==> src/rtl/mfcc_coef_writer_if.sv <==
// Coefficient input handshake, reader frame release and RAM write-port bundle
// for mfcc_coef_writer.
interface mfcc_coef_writer_if #(
    parameter int unsigned IN_W   = 16,
    parameter int unsigned ADDR_W = 13,
    parameter int unsigned DATA_W = 14
);
    logic              in_valid;
    logic [IN_W-1:0]   in_data;
    logic              in_last;
    logic              in_ready;
    logic              frame_ack;
    logic              wr_en;
    logic [ADDR_W-1:0] wr_addr;
    logic [DATA_W-1:0] wr_data;
    logic              frame_done;
    logic [ADDR_W-1:0] frame_base;
    logic              frame_err;
    logic              sat_flag;
    logic [9:0]        frames_avail;

    // Upstream producer and downstream reader side.
    modport master (
        output in_valid, in_data, in_last, frame_ack,
        input  in_ready, wr_en, wr_addr, wr_data, frame_done, frame_base,
        input  frame_err, sat_flag, frames_avail
    );

    // Writer side.
    modport slave (
        input  in_valid, in_data, in_last, frame_ack,
        output in_ready, wr_en, wr_addr, wr_data, frame_done, frame_base,
        output frame_err, sat_flag, frames_avail
    );
endinterface

==> src/rtl/mfcc_coef_writer.sv <==
// Saturates MFCC coefficients to RAM width and packs NCOEF per frame into a circular
// frame buffer, tracking unreleased frames and applying backpressure when full.
module mfcc_coef_writer #(
    parameter int unsigned IN_W       = 16,
    parameter int unsigned NCOEF      = 13,
    parameter int unsigned MAX_FRAMES = 630,
    parameter int unsigned ADDR_W     = 13,
    parameter int unsigned DATA_W     = 14
) (
    input logic               wr_clk,
    input logic               tb_wr_rst,
    mfcc_coef_writer_if.slave bus
);

    localparam int unsigned IdxW   = (NCOEF > 1) ? $clog2(NCOEF) : 1;
    localparam int unsigned AvailW = 10;

    localparam logic [IdxW-1:0]   LastIdx   = IdxW'(NCOEF - 1);
    localparam logic [ADDR_W-1:0] FrameStep = ADDR_W'(NCOEF);
    localparam logic [ADDR_W-1:0] LastBase  = ADDR_W'((MAX_FRAMES - 1) * NCOEF);
    localparam logic [AvailW-1:0] MaxAvail  = AvailW'(MAX_FRAMES);

    localparam int SatMax = (1 << (DATA_W - 1)) - 1;
    localparam int SatMin = -(1 << (DATA_W - 1));

    typedef enum logic [1:0] {
        StIdle,
        StCollect,
        StFlush
    } state_e;

    state_e              state_q, state_d;
    logic [ADDR_W-1:0]   base_q, base_d;
    logic [IdxW-1:0]     idx_q, idx_d;
    logic [AvailW-1:0]   avail_q, avail_d;
    logic                in_ready_q, in_ready_d;
    logic                wr_en_q, wr_en_d;
    logic [ADDR_W-1:0]   wr_addr_q, wr_addr_d;
    logic [DATA_W-1:0]   wr_data_q, wr_data_d;
    logic                frame_done_q, frame_done_d;
    logic [ADDR_W-1:0]   frame_base_q, frame_base_d;
    logic                frame_err_q, frame_err_d;
    logic                sat_flag_q, sat_flag_d;

    logic                accept;
    logic                commit;
    logic                ack_eff;
    logic signed [31:0]  in_ext;
    logic [DATA_W-1:0]   sat_data;
    logic                sat_hit;

    assign accept  = bus.in_valid && in_ready_q;
    // An ack with nothing outstanding is a reader bug; ignore it rather than wrap.
    assign ack_eff = bus.frame_ack && (avail_q != '0);

    always_comb begin
        in_ext   = {{(32 - IN_W){bus.in_data[IN_W-1]}}, bus.in_data};
        sat_hit  = 1'b0;
        sat_data = bus.in_data[DATA_W-1:0];
        if (in_ext > SatMax) begin
            sat_hit  = 1'b1;
            sat_data = DATA_W'(SatMax);
        end else if (in_ext < SatMin) begin
            sat_hit  = 1'b1;
            sat_data = DATA_W'(SatMin);
        end
    end

    always_comb begin
        state_d      = state_q;
        base_d       = base_q;
        idx_d        = idx_q;
        commit       = 1'b0;
        wr_en_d      = 1'b0;
        wr_addr_d    = wr_addr_q;
        wr_data_d    = wr_data_q;
        frame_done_d = 1'b0;
        frame_base_d = frame_base_q;
        frame_err_d  = 1'b0;
        sat_flag_d   = 1'b0;

        case (state_q)
            StIdle, StCollect: begin
                if (accept) begin
                    wr_en_d    = 1'b1;
                    wr_addr_d  = base_q + ADDR_W'(idx_q);
                    wr_data_d  = sat_data;
                    sat_flag_d = sat_hit;
                    if (idx_q == LastIdx) begin
                        idx_d = '0;
                        if (bus.in_last) begin
                            commit       = 1'b1;
                            frame_done_d = 1'b1;
                            frame_base_d = base_q;
                            base_d       = (base_q == LastBase) ? '0 : base_q + FrameStep;
                            state_d      = StIdle;
                        end else begin
                            // Overlong frame: keep the slot, drop the rest of it.
                            frame_err_d = 1'b1;
                            state_d     = StFlush;
                        end
                    end else if (bus.in_last) begin
                        frame_err_d = 1'b1;
                        idx_d       = '0;
                        state_d     = StCollect;
                    end else begin
                        idx_d   = idx_q + IdxW'(1);
                        state_d = StCollect;
                    end
                end
            end
            StFlush: begin
                if (accept && bus.in_last) begin
                    state_d = StIdle;
                end
            end
            default: state_d = StIdle;
        endcase
    end

    always_comb begin
        avail_d = avail_q;
        if (commit && !ack_eff) begin
            avail_d = avail_q + AvailW'(1);
        end else if (!commit && ack_eff) begin
            avail_d = avail_q - AvailW'(1);
        end
        // Look at the post-commit count so the frame just closed is already counted.
        in_ready_d = (state_d == StFlush) || (avail_d < MaxAvail);
    end

    always_ff @(posedge wr_clk or posedge tb_wr_rst) begin
        if (tb_wr_rst) begin
            state_q      <= StIdle;
            base_q       <= '0;
            idx_q        <= '0;
            avail_q      <= '0;
            in_ready_q   <= 1'b0;
            wr_en_q      <= 1'b0;
            wr_addr_q    <= '0;
            wr_data_q    <= '0;
            frame_done_q <= 1'b0;
            frame_base_q <= '0;
            frame_err_q  <= 1'b0;
            sat_flag_q   <= 1'b0;
        end else begin
            state_q      <= state_d;
            base_q       <= base_d;
            idx_q        <= idx_d;
            avail_q      <= avail_d;
            in_ready_q   <= in_ready_d;
            wr_en_q      <= wr_en_d;
            wr_addr_q    <= wr_addr_d;
            wr_data_q    <= wr_data_d;
            frame_done_q <= frame_done_d;
            frame_base_q <= frame_base_d;
            frame_err_q  <= frame_err_d;
            sat_flag_q   <= sat_flag_d;
        end
    end

    assign bus.in_ready     = in_ready_q;
    assign bus.wr_en        = wr_en_q;
    assign bus.wr_addr      = wr_addr_q;
    assign bus.wr_data      = wr_data_q;
    assign bus.frame_done   = frame_done_q;
    assign bus.frame_base   = frame_base_q;
    assign bus.frame_err    = frame_err_q;
    assign bus.sat_flag     = sat_flag_q;
    assign bus.frames_avail = avail_q;

endmodule

==> src/flat_wrapper.sv <==
// flat-port wrapper written by rule: the top's interface ports become plain ports
module mfcc_coef_writer_flat 
#(
    parameter int unsigned IN_W       = 16,
    parameter int unsigned NCOEF      = 13,
    parameter int unsigned MAX_FRAMES = 630,
    parameter int unsigned ADDR_W     = 13,
    parameter int unsigned DATA_W     = 14
)
  (wr_clk, tb_wr_rst, bus_in_valid, bus_in_data, bus_in_last, bus_frame_ack, bus_in_ready, bus_wr_en, bus_wr_addr, bus_wr_data, bus_frame_done, bus_frame_base, bus_frame_err, bus_sat_flag, bus_frames_avail);
  mfcc_coef_writer_if #(.IN_W(IN_W), .ADDR_W(ADDR_W), .DATA_W(DATA_W)) bus_i ();
  input logic wr_clk;
  input logic tb_wr_rst;
  input wire logic [$bits(bus_i.in_valid)-1:0] bus_in_valid;
  input wire logic [$bits(bus_i.in_data)-1:0] bus_in_data;
  input wire logic [$bits(bus_i.in_last)-1:0] bus_in_last;
  input wire logic [$bits(bus_i.frame_ack)-1:0] bus_frame_ack;
  output wire logic [$bits(bus_i.in_ready)-1:0] bus_in_ready;
  output wire logic [$bits(bus_i.wr_en)-1:0] bus_wr_en;
  output wire logic [$bits(bus_i.wr_addr)-1:0] bus_wr_addr;
  output wire logic [$bits(bus_i.wr_data)-1:0] bus_wr_data;
  output wire logic [$bits(bus_i.frame_done)-1:0] bus_frame_done;
  output wire logic [$bits(bus_i.frame_base)-1:0] bus_frame_base;
  output wire logic [$bits(bus_i.frame_err)-1:0] bus_frame_err;
  output wire logic [$bits(bus_i.sat_flag)-1:0] bus_sat_flag;
  output wire logic [$bits(bus_i.frames_avail)-1:0] bus_frames_avail;
  assign bus_i.in_valid = bus_in_valid;
  assign bus_i.in_data = bus_in_data;
  assign bus_i.in_last = bus_in_last;
  assign bus_i.frame_ack = bus_frame_ack;
  assign bus_in_ready = bus_i.in_ready;
  assign bus_wr_en = bus_i.wr_en;
  assign bus_wr_addr = bus_i.wr_addr;
  assign bus_wr_data = bus_i.wr_data;
  assign bus_frame_done = bus_i.frame_done;
  assign bus_frame_base = bus_i.frame_base;
  assign bus_frame_err = bus_i.frame_err;
  assign bus_sat_flag = bus_i.sat_flag;
  assign bus_frames_avail = bus_i.frames_avail;
  mfcc_coef_writer #(.IN_W(IN_W), .NCOEF(NCOEF), .MAX_FRAMES(MAX_FRAMES), .ADDR_W(ADDR_W), .DATA_W(DATA_W)) u_core (.wr_clk(wr_clk), .tb_wr_rst(tb_wr_rst), .bus(bus_i));
endmodule
==> config.mk <==
export PLATFORM = sky130hd
export DESIGN_NAME = mfcc_coef_writer_flat
export DESIGN_NICKNAME = d
export VERILOG_FILES = /design/src/rtl/mfcc_coef_writer_if.sv /design/src/rtl/mfcc_coef_writer.sv /design/src/flat_wrapper.sv
export SDC_FILE = /design/constraint.sdc
export NUM_CORES = 1
export LEC_CHECK = 0
export CORE_MARGIN = 2
export CORE_UTILIZATION = 35
export DETAILED_ROUTE_END_ITERATION = 6
export GPL_ROUTABILITY_DRIVEN = 0
export PLACE_DENSITY_LB_ADDON = 0.15
export SKIP_CTS_REPAIR_TIMING = 1
export SYNTH_ARGS = -nofsm -noshare
export SYNTH_HDL_FRONTEND = slang
export SYNTH_SLANG_ARGS = --single-unit
==> constraint.sdc <==
create_clock -name wr_clk -period 4.5 [get_ports wr_clk]
set_input_delay 0.45 -clock wr_clk [delete_from_list [all_inputs] [get_ports wr_clk]]
set_output_delay 0.45 -clock wr_clk [all_outputs]
set_load 0.05 [all_outputs]
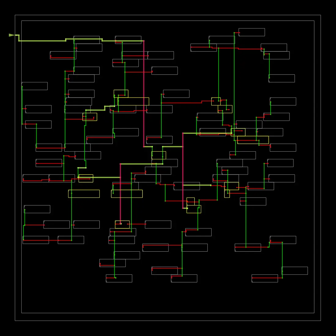
run_1/final_clocks.png
power attributed to the clock group: 692 uW
Layout Skew: 0.00705 ns

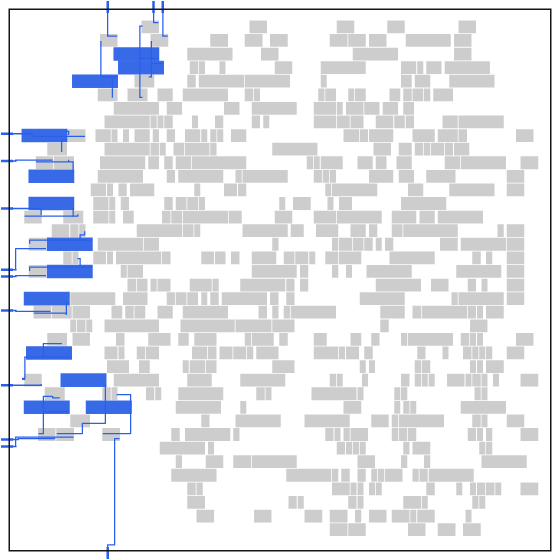
run_1/port_nets.png
blue -> bus_frame_base  # bits 13, direction output, end cells 13, buffers 13, wire 309 um

==> notes.md, run 1 <==
Notes on the flow outputs.

- The clock tree from TritonCTS reads yes.
- The part of the cycle the worst path needs is 72.2%.
- The slowest library cell on the worst path is sky130_fd_sc_hd__or4b_4.
- Yosys reported that registers with async set or reset make up 100%.
- Summing over the stages, the warning tally comes to 31.
- The largest fanout on the critical path reads 12.
- The count of yosys warnings during synthesis is 0.
- The report lists the number of standard-cell rows as 38.
- Counting both buffers and inverters, the worst setup path holds a total of 2.
- The fraction of power spent switching nets reads 42.2%.
- The achievable frequency is 0.308 GHz.
- The area growth from synthesis to layout reads 30.0%.
- Yosys shows that the main logic family after synthesis is simple AND/OR/NAND/NOR gates.
- The portion of synthesized area spent on multiplexers is 3.23%.
- At the worst endpoint, the arrival time is 3.48 ns.
- The via count of the first global-routing pass was 3072.
- The total cells reported by yosys after synthesis reads 413.
- The cell area after synthesis is 3790 sq um.
- The transition time at the pin with the least slew margin reads 1.00 ns.
- Looking at the clock tree report, the H-tree level count equals 3.
- The run finished with clean final reports.
- The type of the most critical hold path is flop to flop.
- The endpoint type of the worst setup path reads a flop.
- Setup repair after global routing left no endpoint under its margin.
- The largest vdd supply drop reads 0.000282 V.
- The simple-gate share of the synthesized area reads 20.4%.
- The adder-cell share of the synthesized area reads 5.15%.
- The DRC violation count after routing reads 0.
- The design area is 4930 sq um.
- The internal power is 1.63 mW.
- The count of max-cap constraint violations reads 0.
- The power density over cell area reads 570 nW/um^2.
- The most frequent cell on the critical path reads sky130_fd_sc_hd__ha_1.
- In the Yosys stats the netlist draws on 53 distinct library cells.
- The setup path with the least slack is of type flop to flop.
- The placed standard-cell area reads 4660 sq um.
- The post-synth area from yosys stat reads 3790 sq um.
- In this run the remaining antenna-violating nets after routing total 0.
- The number of slew-limit violations in the final report reads 0.
- The number of register bits inferred by synthesis is 74.
- In the log, the iteration count for the first detailed-route pass is 6.
- The chip occupies 11700 sq um.
- The number of clock sinks came to 74.
- The clock transition at the registers of the reported paths reads 0.08 ns.
- The setup TNS reads 0 ns.
- Counting along the longest clock path gives a buffer depth of 2.
- The buffer cell driving the clock tree root reads sky130_fd_sc_hd__clkbuf_8.
- The mean cell area of the mapped netlist is 9.18 sq um.
- Per the OpenROAD power report, switching power amounts to 1.19 mW.
- The xor/xnor share of the synthesized area is 5.51%.
- The global-route wire length before repair is 14800 um.
- The net count of the finished layout reads 518.
- The delay of the slowest cell on the worst path reads 0.60 ns.
- The finished layout holds 627 standard cells, fillers aside.
- Setup slack on the worst path after placement came out at 1.08 ns.
- The horizontal extent of the die is 108 um.
- The commonest non-fill, non-tap cell in the layout reads sky130_fd_sc_hd__clkdlybuf4s50_1.
- The startpoint type of the worst setup path is a flop.
- The estimated wirelength of the detail-placed design is 6050 um.
- The layout summary lists the proportion of cells stronger than drive strength 1 as 7.80%.
- The leakage component of the power reads 2.17 nW.
- The post-route minimum period reads 3.25 ns.
- Port buffering added 75 buffers.
- By instance count after routing, the leading logic cell types are sky130_fd_sc_hd__clkdlybuf4s50_1, sky130_fd_sc_hd__dfrtp_1, sky130_fd_sc_hd__nand2_1.
- The first routing iteration left 106 violations.
- The area share of and-or/or-and cells after synthesis is 13.2%.
- The global-route congestion overflow total is 0.
- The kind of cell with the highest combined delay along the critical path is simple AND/OR/NAND/NOR gates.
- The portion of the post-synthesis area used by sequential elements is 48.8%.
- The instance count of the mapped netlist reads 413.
- The relative slew slack is 33.2%.
- The number of cells in the design after placement is 611.
- The core region is 10700 sq um.
- The number of failing setup endpoints in the final timing report reads 0.
- Of the total power, combinational logic draws 40.5%.
- According to the floorplan report, the die height is 108 um.
- The synthesized design contains 0 enable-type register cells.
- The most used flip-flop cell after synthesis reads sky130_fd_sc_hd__dfrtp_1.
- The number of nets at floorplan is 449.
- 0 antenna diodes ended up in the layout.
- The largest net degree at the start of global routing is 50.
- Cells fill 46.1% of the core in the end.
- The TritonCTS buffer count is 9.
- The smallest setup slack after layout is 1.25 ns.
- The cell sequence reported for the critical path is inv_1 -> ha_1 -> and3_1 -> ha_1 -> nand2_1 -> inv_1 -> ha_1 -> or4b_4 -> or4_1 -> o22ai_2 -> xor2_2 -> o311ai_1.
- The number of failing hold endpoints at the final stage reads 0.
- Once the floorplan was initialized, standard cells occupied 35.5% of the core.
- The data required time of the critical path is 4.73 ns.
- Dividing the detail-routed via count by the number of cells gives 4.92.
- Looking at the power breakdown, sequential logic takes 34.9% of the total.
- The number of placed I/O pins is 76.
- The number of antenna violations at the first check in global routing came to 0.
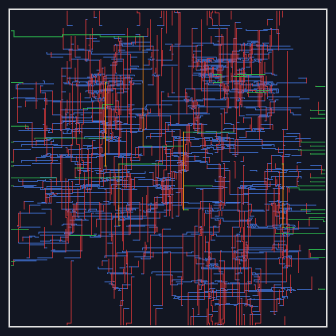
run_1/metal_stack.png
green -> met3  # wire length 375 um
orange -> met4  # wire length 135 um
red -> met2  # wire length 4210 um
blue -> met1  # wire length 4060 um
combined global-route utilization of all metal layers: 16.2%
total wire length after detailed routing: 8780 um
Wirelength per Cell: 14.0 um
via count: 3084

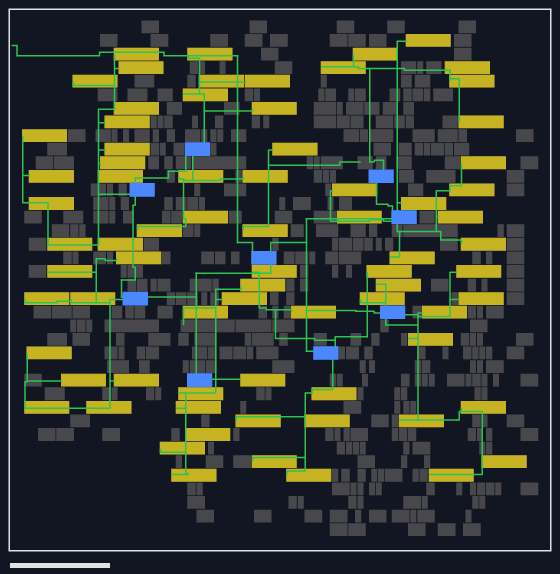
run_1/clock_map.png
Scale bar: 20 um.
yellow -> flip-flops  # count 74
blue -> cells driving clock nets  # count 9
green -> clock wires  # length 1100 um
flops lie = widely spread
routed clock nets = 10
share of power burned in the clock network: 24.6%
Latency at later pin: 0.35 ns

## run 1: tightest hold or removal path, stage by stage, from the launching register on
cell and delay [ns]:
sky130_fd_sc_hd__dfrtp_1 0.35, sky130_fd_sc_hd__nand2_1 0.04, sky130_fd_sc_hd__o21ai_0 0.06
## run 1: logic make-up after synthesis
logic type               after synthesis
AND/OR/NAND/NOR                      170
multiplexers                          11
adder cells (fa/ha/maj)               15
AND-OR/OR-AND                         84
XOR/XNOR                              23
buffers and inverters                 36
flip-flops                            74
## run 1: worst paths after layout
check | start | to | slack (ns) | depth (start not counted)
worst min register to register | u_core.bus.wr_data[1] | u_core.bus.wr_data[1] | 0.48 | 2
min in group asynchronous | tb_wr_rst | u_core.bus.wr_data[1] | 0.66 | 2
worst min-delay path | u_core.bus.wr_data[1] | u_core.bus.wr_data[1] | 0.48 | 2
worst max-delay path | u_core.idx_q[1] | u_core.bus.in_ready | 1.25 | 12
worst max register to register | u_core.idx_q[1] | u_core.bus.in_ready | 1.25 | 12
max in group asynchronous | tb_wr_rst | u_core.bus.wr_addr[1] | 2.90 | 3
## run 1: cells in the mapped netlist (all sizes together) (5+ instances only)
cell,n,area share [%]
a31oi,5,0.82
nor2,47,4.7
inv,15,1.5
nand3,13,1.7
mux2,10,3.0
o31ai,6,1.2
or3,6,0.99
o21ai,49,6.5
a21oi,7,0.92
nand2,72,7.1
dfrtp,74,49
nor3,7,0.92
clkbuf,17,1.7
xnor2,16,3.7
xor2,7,1.8
ha,14,4.6
## run 1: flip-flops by register name, summed over array words and instances, names as in the netlist
| name | cells |
|---|---|
| u_core.bus.in_ready | 1 |
| u_core.bus.frame_base | 13 |
| u_core.bus.frames_avail | 10 |
| u_core.bus.sat_flag | 1 |
| u_core.bus.wr_data | 14 |
| u_core.idx_q | 4 |
| u_core.state_q | 2 |
| u_core.bus.wr_en | 1 |
| u_core.bus.wr_addr | 13 |
| u_core.bus.frame_err | 1 |
| u_core.base_q | 13 |
| u_core.bus.frame_done | 1 |
## run 1: final cells by class
class | count | area (sq um)
Fill cell | 1055 | 5770
Sequential cell | 74 | 1850
Multi-Input combinational cell | 303 | 1800
Timing Repair Buffer | 79 | 781
Tap cell | 140 | 175
Clock inverter | 7 | 141
Clock buffer | 9 | 124
Inverter | 15 | 56.3
## run 1: stage by stage
stage	total power [mW]	hold slack [ns]
final	2.81	0.483
after global routing	2.97	0.511
after CTS	2.84	0.490
after detailed placement	2.14	0.471
after global placement	2.13	0.462
after floorplan	1.74	0.441
## run 1: power by group through the flow
stage | Combinational (mW) | Sequential [mW] | Clock (mW)
final | 1.14 | 0.980 | 0.692
after floorplan | 0.328 | 1.41 | 0
after detailed placement | 1.15 | 0.995 | 0
after global routing | 1.22 | 1.01 | 0.736
after CTS | 1.15 | 0.982 | 0.706
after global placement | 1.13 | 0.995 | 0
## run 1: metal layers
layer / track usage (%) / up-vias / part of all wire [%]
met1: 20.6 / 1457 / 46
li1: - / 1549 / -
met4: 5.95 / 0 / 1.5
met3: 3.74 / 13 / 4.3
met5: 0 / - / 0
met2: 27.0 / 65 / 48
## Run 2: what changed since run 1
Clock period 4.5 ns to 2.6 ns, I/O delays scaled along.
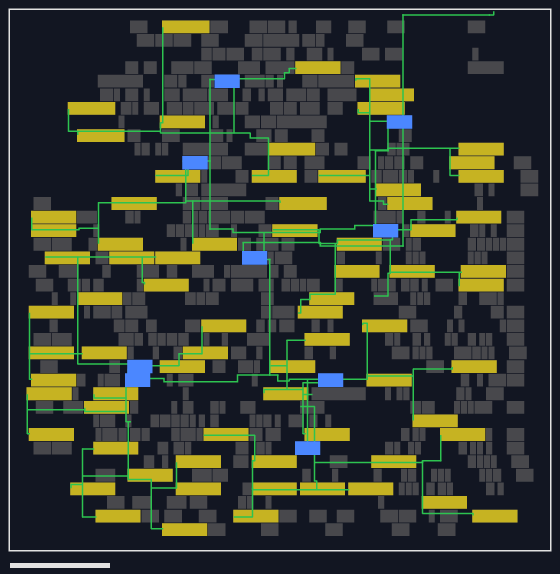
run_2/clock_map.png
Scale bar: 20 um.
yellow -> flip-flops  # count 74
green -> clock wires  # length 1090 um
blue -> cells driving clock nets  # count 9
flops lie = widely spread
routed clock nets = 10

==> run 2 against run 1 <==
The flow now finishes with violations (setup timing); global-route usage up 0.80 points; via count up 5.0%; total power up 77%; register-to-register slack worse by 1.5 ns; critical path type unchanged; critical endpoint unchanged; largest cell class is now combinational gates.
==> notes.md, run 2 <==
Notes on the flow outputs.

- The run finished, with violations left.
- The final reports fail on setup timing.
- The number of cell instances on the worst register-to-register path is 9.
- The number of inserted diodes reads 0.
- The number of flip-flops in the largest register is 14.
- The design draws 4.96 mW.
- The mean routed wirelength per cell is 14.1 um.
- The count of yosys warnings during synthesis is 0.
- The post-synthesis cell type with the largest instance count is sky130_fd_sc_hd__dfrtp_1.
- The fraction of synthesized cell area taken by the top area cell type is 48.8%.
- The clock skew reads 0.00837 ns.
- The row count reads 38.
- The total cells reported by yosys after synthesis is 413.
- The maximum buffer depth of the clock tree reads 2.
- The leakage component of the power is 2.32 nW.
- The post-synth tally of flip-flops with integrated enable reads 0.
- The number of DRC markers after the initial detailed-route iteration reads 198.
- The destination of the worst register-to-register timing path is u_core.bus.in_ready.
- The number of nets still failing antenna checks after routing is 0.
- The TritonCTS buffer count reads 9.
- The share of post-route cells with drive strength above 1 is 18.7%.
- The transition time at the pin with the least slew margin reads 0.906 ns.
- The largest net degree at the start of global routing reads 75.
- The uppermost layer routed reads met4.
- Dividing total power by cell area gives a power density of 942 nW/um^2.
- The total of fill cells in the finished design reads 1029.
- The net count of the finished layout reads 551.
- The routed via count divided by cell count is 4.91.
- The number of distinct library cells after synthesis reads 53.
- The worst path uses 110% of the clock period.
- The design area is 5270 sq um.
- The type of the worst setup path is flop to flop.
- The worst-skew pair later-pin latency is 0.35 ns.
- The buffer cell driving the clock tree root is sky130_fd_sc_hd__clkbuf_8.
- Looking at the reg2reg group, the worst path starts from u_core.bus.frames_avail[4].
- The number of antenna violations at the first check in global routing is 0.
- The cell area after synthesis is 3790 sq um.
- The mean cell area of the mapped netlist is 9.18 sq um.
- Of all cell types, the one taking the most synthesized area is sky130_fd_sc_hd__dfrtp_1.
- The via count of the first global-routing pass reads 3103.
- The report counts max-capacitance violations totalling 0.
- The post-layout instance count excluding filler cells is 660.
- The first global-routing pass estimated 15500 um of wire.
- Looking at the VDD voltage map, the peak drop is 0.000399 V.
- The total length of routed wires reads 9330 um.
- The data arrival at the endpoint of the critical path is 3.08 ns.
- The placed standard-cell area reads 4970 sq um.
- For reference, the critical path is captured by u_core.bus.in_ready.
- The smallest setup slack after layout is -0.267 ns.
- After legalization and detailed placement, the total HPWL measured 6250 um.
- Per the post-CTS timing run, clock transition at the registers of the reported paths is 0.08 ns.
- The smallest clock period supported by the final layout is computed as 2.87 ns.
- Per STA, the startpoint of the critical path is u_core.bus.frames_avail[4].
- Setup repair after global routing could not meet its margin everywhere.
- The DRC violation count after routing is 0.
- The placeable core region is 10700 sq um.
- The number of H-tree branching levels reads 3.
- Setup violations remaining at the end of the flow were counted as 2.
- For reference, the final report shows the max-slew violation count at 0.
- The main area contributors are sky130_fd_sc_hd__dfrtp_1, sky130_fd_sc_hd__nand2_1, sky130_fd_sc_hd__o21ai_0.
- The met3 wire length reads 417 um.
- After synthesis, the most frequently instantiated cells are sky130_fd_sc_hd__dfrtp_1, sky130_fd_sc_hd__nand2_1, sky130_fd_sc_hd__o21ai_0, sky130_fd_sc_hd__nor2_1, sky130_fd_sc_hd__clkbuf_1.
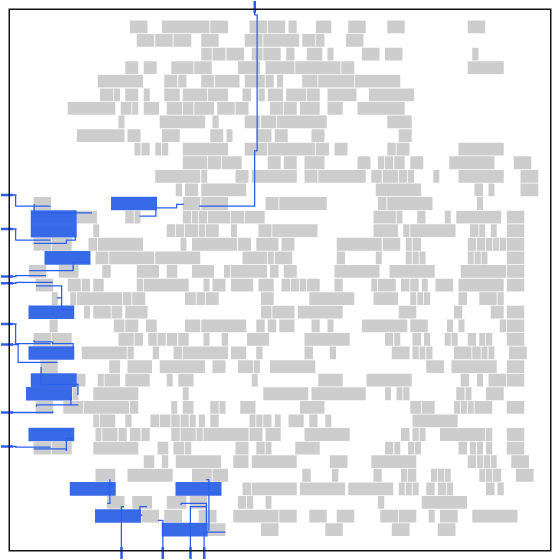
run_2/port_nets.png
blue -> bus_frame_base  # bits 13, direction output, end cells 13, buffers 13, wire 296 um
Boundary Pins: 76
tally of buffers added on design ports: 75

## run 2: netlist changes by cell type in the layout (fill, tap and decap cells not counted), sizes merged
cell	delta
clkinvlp	+1
clkbuf	+3
buf	+33
bufinv	-3
clkinv	-1
## run 2: cell families (layout without fill, tap and decap cells)
family | Yosys count | count (layout) | share of synthesized area, %
compound gates | 84 | 84 | 13.2
xor+xnor | 23 | 23 | 5.51
simple gates | 170 | 170 | 20.4
fa+ha+maj | 15 | 15 | 5.15
mux | 11 | 11 | 3.23
flops | 74 | 74 | 48.8
buf+inv | 36 | 143 | 3.70
## run 2: power breakdown
| group | internal [mW] | switching, mW |
|---|---|---|
| sequential | 1.42 | 0.181 |
| clock | 0.495 | 0.438 |
| combinational | 0.906 | 1.52 |
## run 2: metrics by stage
step           util, %  setup WS [ns]  hold WS (ns)  TNS, ns
3_5_place_dp      46.5         -0.183         0.469   -0.191
6_report          49.2         -0.267         0.323   -0.283
5_1_grt           49.2         -0.392         0.343   -0.611
3_3_place_gp      46.5         -0.129         0.463   -0.129
2_1_floorplan        -         -0.263         0.383   -0.369
4_1_cts           48.4         -0.250         0.330   -0.274
## run 2: how the worst min path moves through the flow
stage,to,slack [ns],cells past startpoint
floorplan,u_core.state_q[0],0.38,1
global placement,u_core.bus.wr_data[13],0.46,2
detailed placement,u_core.bus.wr_addr[2],0.47,2
CTS,u_core.bus.wr_data[2],0.33,3
global route,u_core.bus.wr_data[2],0.34,3
finish,u_core.bus.wr_data[2],0.32,3
## run 2: worst max-delay path, cell delays in order (launching register included)
cell,delay [ns]
sky130_fd_sc_hd__dfrtp_2,0.40
sky130_fd_sc_hd__or4_4,0.55
sky130_fd_sc_hd__o41ai_4,0.35
sky130_fd_sc_hd__ha_2,0.27
sky130_fd_sc_hd__buf_6,0.12
sky130_fd_sc_hd__nand3_1,0.21
sky130_fd_sc_hd__o22ai_2,0.26
sky130_fd_sc_hd__xor2_1,0.23
sky130_fd_sc_hd__o2111a_1,0.24
sky130_fd_sc_hd__o311ai_1,0.09
## run 2: cell type report
type,instances,area [sq um],area share [%]
clock buffer,12,155,2.95
tap,140,175,3.33
inverter,15,56.3,1.07
sequential,74,1860,35.3
multi-input combinational,303,1920,36.5
clock inverter,4,50.0,0.950
timing repair buffer,112,1050,19.9
## run 2: layer usage
layer / track usage (%) / vias up
met5: 0 / -
met4: 5.95 / 0
met3: 3.50 / 11
met2: 24.8 / 75
met1: 25.0 / 1536
li1: - / 1616
## Run 3: what changed since run 2
Settings changed: PLACE_DENSITY set to 0.56, PLACE_DENSITY_LB_ADDON 0.15 to unset.
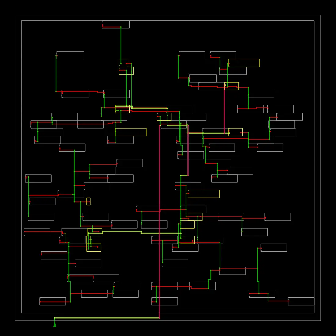
run_3/final_clocks.png
number of sequential storage elements: 74
# clk buffers: 12
power attributed to the clock group: 1.11 mW

==> run 3 against run 2 <==
The flow still finishes with violations (setup timing); synthesized area did not move; clock power rose by about 20%; critical path type unchanged; sequential share of layout area rose by 0.11 points; clock skew rose by 0.0049 ns; global-route usage barely moved; count of clock-buffer cells in the layout did not move; utilization fell by 0.15 points; die area did not move; setup slack improved by 0.087 ns; sequential power barely moved; largest power group unchanged; largest cell class unchanged.
==> notes.md, run 3 <==
Notes on the flow outputs.

- The start of the worst register-to-register path reads u_core.bus.frames_avail[6].
- The part of the cycle the worst path needs reads 107%.
- The design area is 5250 sq um.
- The number of DRC markers after the initial detailed-route iteration reads 140.
- Setup repair after global routing could not meet its margin everywhere.
- The most common cell in the synthesized netlist is sky130_fd_sc_hd__dfrtp_1.
- The number of clock buffers added by TritonCTS is 9.
- The clock skew is 0.0133 ns.
- The transition time at the pin with the least slew margin reads 0.881 ns.
- The global-route usage over all layers is 16.9%.
- The commonest non-fill, non-tap cell in the layout reads sky130_fd_sc_hd__clkdlybuf4s50_1.
- The data arrival at the endpoint of the critical path reads 3.02 ns.
- The count of TritonRoute iterations in the first routing pass reads 4.
- The area growth from synthesis to layout is 38.5%.
- The row count is 38.
- The endpoint type of the worst setup path is a flop.
- The number of antenna violations at the first check in global routing is 0.
- The total number of warnings across the stage logs reads 33.
- The number of inserted diodes is 0.
- The number of sinks driven by the clock tree is 74.
- Sorting the synthesized cells by how often they occur yields sky130_fd_sc_hd__dfrtp_1, sky130_fd_sc_hd__nand2_1, sky130_fd_sc_hd__o21ai_0, sky130_fd_sc_hd__nor2_1, sky130_fd_sc_hd__clkbuf_1.
- Each instance of the synthesized netlist takes up on average 9.18 sq um.
- At the end of the flow, the number of nets in the layout was 549.
- The number of nets at floorplan is 449.
- The worst-skew pair later-pin latency reads 0.35 ns.
- The number of nets still failing antenna checks after routing reads 0.
- The clock transition at the registers of the reported paths reads 0.09 ns.
- The minimum setup slack after placement is -0.183 ns.
- The clock tree from TritonCTS reads yes.
- The number of failing hold endpoints at the final stage reads 0.
- The global-route congestion overflow total is 0.
- The instance count of the mapped netlist reads 413.
- Along the worst path, the maximum fanout reaches 7.
- The floorplan step records an initial core utilization of 35.5%.
- The buffer cell driving the clock tree root reads sky130_fd_sc_hd__clkbuf_8.
- The post-route minimum period reads 2.78 ns.
- The number of H-tree branching levels reads 3.
- The cell area after synthesis reads 3790 sq um.
- The horizontal extent of the die is 108 um.
- The type of the worst setup path reads flop to flop.
- The achievable frequency is 0.360 GHz.
- The count of yosys warnings during synthesis reads 0.
- Per the Yosys statistics, synthesis produced 413 cells.
- The number of slew-limit violations in the final report is 0.
- Sequential elements use 48.8% of the synthesized area.
- The largest net degree at the start of global routing reads 50.
- The routed via count divided by cell count reads 4.88.
- During I/O placement, the number of pins put on the boundary was 76.
- The count of max-cap constraint violations is 0.
- The number of failing setup endpoints in the final timing report reads 2.
- The slowest library cell on the worst path reads sky130_fd_sc_hd__or4_4.
- The chip area reads 11700 sq um.
- The destination of the worst register-to-register timing path is u_core.bus.in_ready.
- The global-route wire length before repair reads 15500 um.
- The most used flip-flop cell after synthesis reads sky130_fd_sc_hd__dfrtp_1.
- The largest vdd supply drop is 0.000362 V.
- The data required time of the critical path is 2.84 ns.
- STA classifies the critical path startpoint as a flop.
- The placeable core region is 10700 sq um.
- The final hold slack is 0.384 ns.
- The final reports fail on setup timing.
- The min-delay analysis places its worst path in the category primary input to asynchronous set/reset pin.
- In this run the cell area measured after placement is 4970 sq um.
- Summed over all failing endpoints, the final setup total negative slack is -0.214 ns.
- The leakage component of the power reads 2.33 nW.
- The via count of the first global-routing pass was 3140.
- The last element of the critical path is u_core.bus.in_ready.
- The vias after detailed routing is 3208.
- The worst setup slack for register-to-register paths is -0.18 ns.
- Summed over all layers, the routed wires come to 9360 um.
- The number of register bits inferred by synthesis is 74.
- The mean routed wirelength per cell reads 14.2 um.
- The main area contributors are sky130_fd_sc_hd__dfrtp_1, sky130_fd_sc_hd__nand2_1, sky130_fd_sc_hd__o21ai_0.
- The timing report gives the biggest stage delay along the critical path as 0.55 ns.
- The estimated wirelength of the detail-placed design is 6630 um.
- Summed over its instances, the top area cell type makes up 48.8% of the synthesized netlist area.
- The post-synth area from yosys stat reads 3790 sq um.
- Across all setup checks in the final design, the least slack found is -0.179 ns.
- The most critical setup path has its startpoint at u_core.bus.frames_avail[6].
- Cells with a size suffix above 1 make up 17.0% of the layout.
- The maximum buffer depth of the clock tree reads 2.
- Ranking logic cells in the layout by count gives the top entries sky130_fd_sc_hd__clkdlybuf4s50_1, sky130_fd_sc_hd__nand2_1, sky130_fd_sc_hd__dfrtp_1.
- The power density over cell area is 969 nW/um^2.
- In the synthesized netlist the async set-or-reset flop fraction comes to 100%.
- The relative slew slack reads 41.1%.
- The DRC violation count after routing is 0.
- The most area-hungry cell type in the Yosys netlist reads sky130_fd_sc_hd__dfrtp_1.
- The number of distinct library cells after synthesis is 53.
- The die span in y is 108 um.
- The flow ran to the end, but the final reports show violations.
- The register with the most flip-flops in the layout has 14 of them.
- Counting flops with a built-in enable in the synthesized netlist gives 0.
- The number of input and output port buffers inserted reads 75.
- Listed in order, past its start point the critical path passes or4_4 -> o41ai_4 -> ha_2 -> buf_6 -> and3b_1 -> o211a_1 -> and2_1 -> o2111a_1 -> o311ai_1.
- The report puts the cell count of the worst reg-to-reg path at 9.
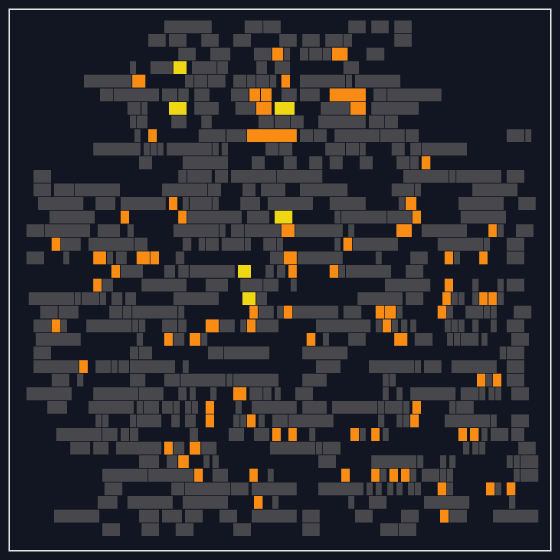
run_3/gate_families.png
yellow -> AND-OR and OR-AND gates  # cells 6, most used a21o_1
orange -> inverting AOI/OAI gates  # cells 78, most used o21ai_0, where widely spread

[run 3: cell count changes in the layout (fill, tap and decap cells not counted), moves of 2 or more]
cell | before | now
sky130_fd_sc_hd__o22ai_2 | 2 | 0
sky130_fd_sc_hd__bufinv_16 | 1 | 3
sky130_fd_sc_hd__clkinvlp_4 | 2 | 0
sky130_fd_sc_hd__o22ai_1 | 0 | 3
[run 3: area by class of cell]
type	count	area, sq um
multi-input combinational	303	1890
timing repair buffer	110	1030
sequential	74	1860
clock inverter	4	98.8
tap	140	175
clock buffer	12	145
fill	1037	5450
inverter	15	56.3
[run 3: critical path: cells and delay by family, from the launching register on]
kind / cells / cell delay, ns
fa+ha+maj: 1 / 0.25
buf+inv: 1 / 0.12
compound gates: 4 / 1.02
flops: 1 / 0.41
simple gates: 3 / 0.88
[run 3: metal layers]
layer	global-route usage, %	vias to the layer above	routed length [um]
met5	0	-	0
met4	6.04	0	102
met3	3.13	7	396
met2	26.1	64	4260
met1	23.9	1534	4600
li1	-	1603	-
[run 3: stage by stage]
stage          total power [mW]  std cells  utilization (%)
2_1_floorplan              3.08        413                -
3_3_place_gp               3.96        641             46.5
3_5_place_dp               4.00        641             46.5
4_1_cts                    5.12        657             48.7
5_1_grt                    5.38        658             49.1
6_report                   5.09        658             49.1
[run 3: kinds of logic after synthesis]
family | after synthesis | share of synthesized area, %
AND-OR/OR-AND | 84 | 13.2
flip-flops | 74 | 48.8
adder cells (fa/ha/maj) | 15 | 5.15
multiplexers | 11 | 3.23
AND/OR/NAND/NOR | 170 | 20.4
buffers and inverters | 36 | 3.70
XOR/XNOR | 23 | 5.51
[run 3: where the power goes]
group | internal (mW) | total (mW) | switching, mW
registers | 1.42 | 1.61 | 0.189
logic | 0.877 | 2.37 | 1.49
clock network | 0.667 | 1.11 | 0.443
[run 3: how the worst min path moves through the flow]
stage | cells past startpoint | endpoint | slack, ns | from
2_1_floorplan | 1 | u_core.state_q[0] | 0.38 | bus_in_valid
3_3_place_gp | 2 | u_core.bus.wr_data[13] | 0.46 | u_core.bus.wr_data[13]
3_5_place_dp | 2 | u_core.bus.wr_addr[5] | 0.47 | u_core.bus.wr_addr[5]
4_1_cts | 2 | u_core.bus.wr_data[0] | 0.39 | tb_wr_rst
5_1_grt | 2 | u_core.bus.wr_data[2] | 0.46 | tb_wr_rst
6_report | 2 | u_core.bus.wr_data[4] | 0.38 | tb_wr_rst
Power and IR drop assume default switching activity.
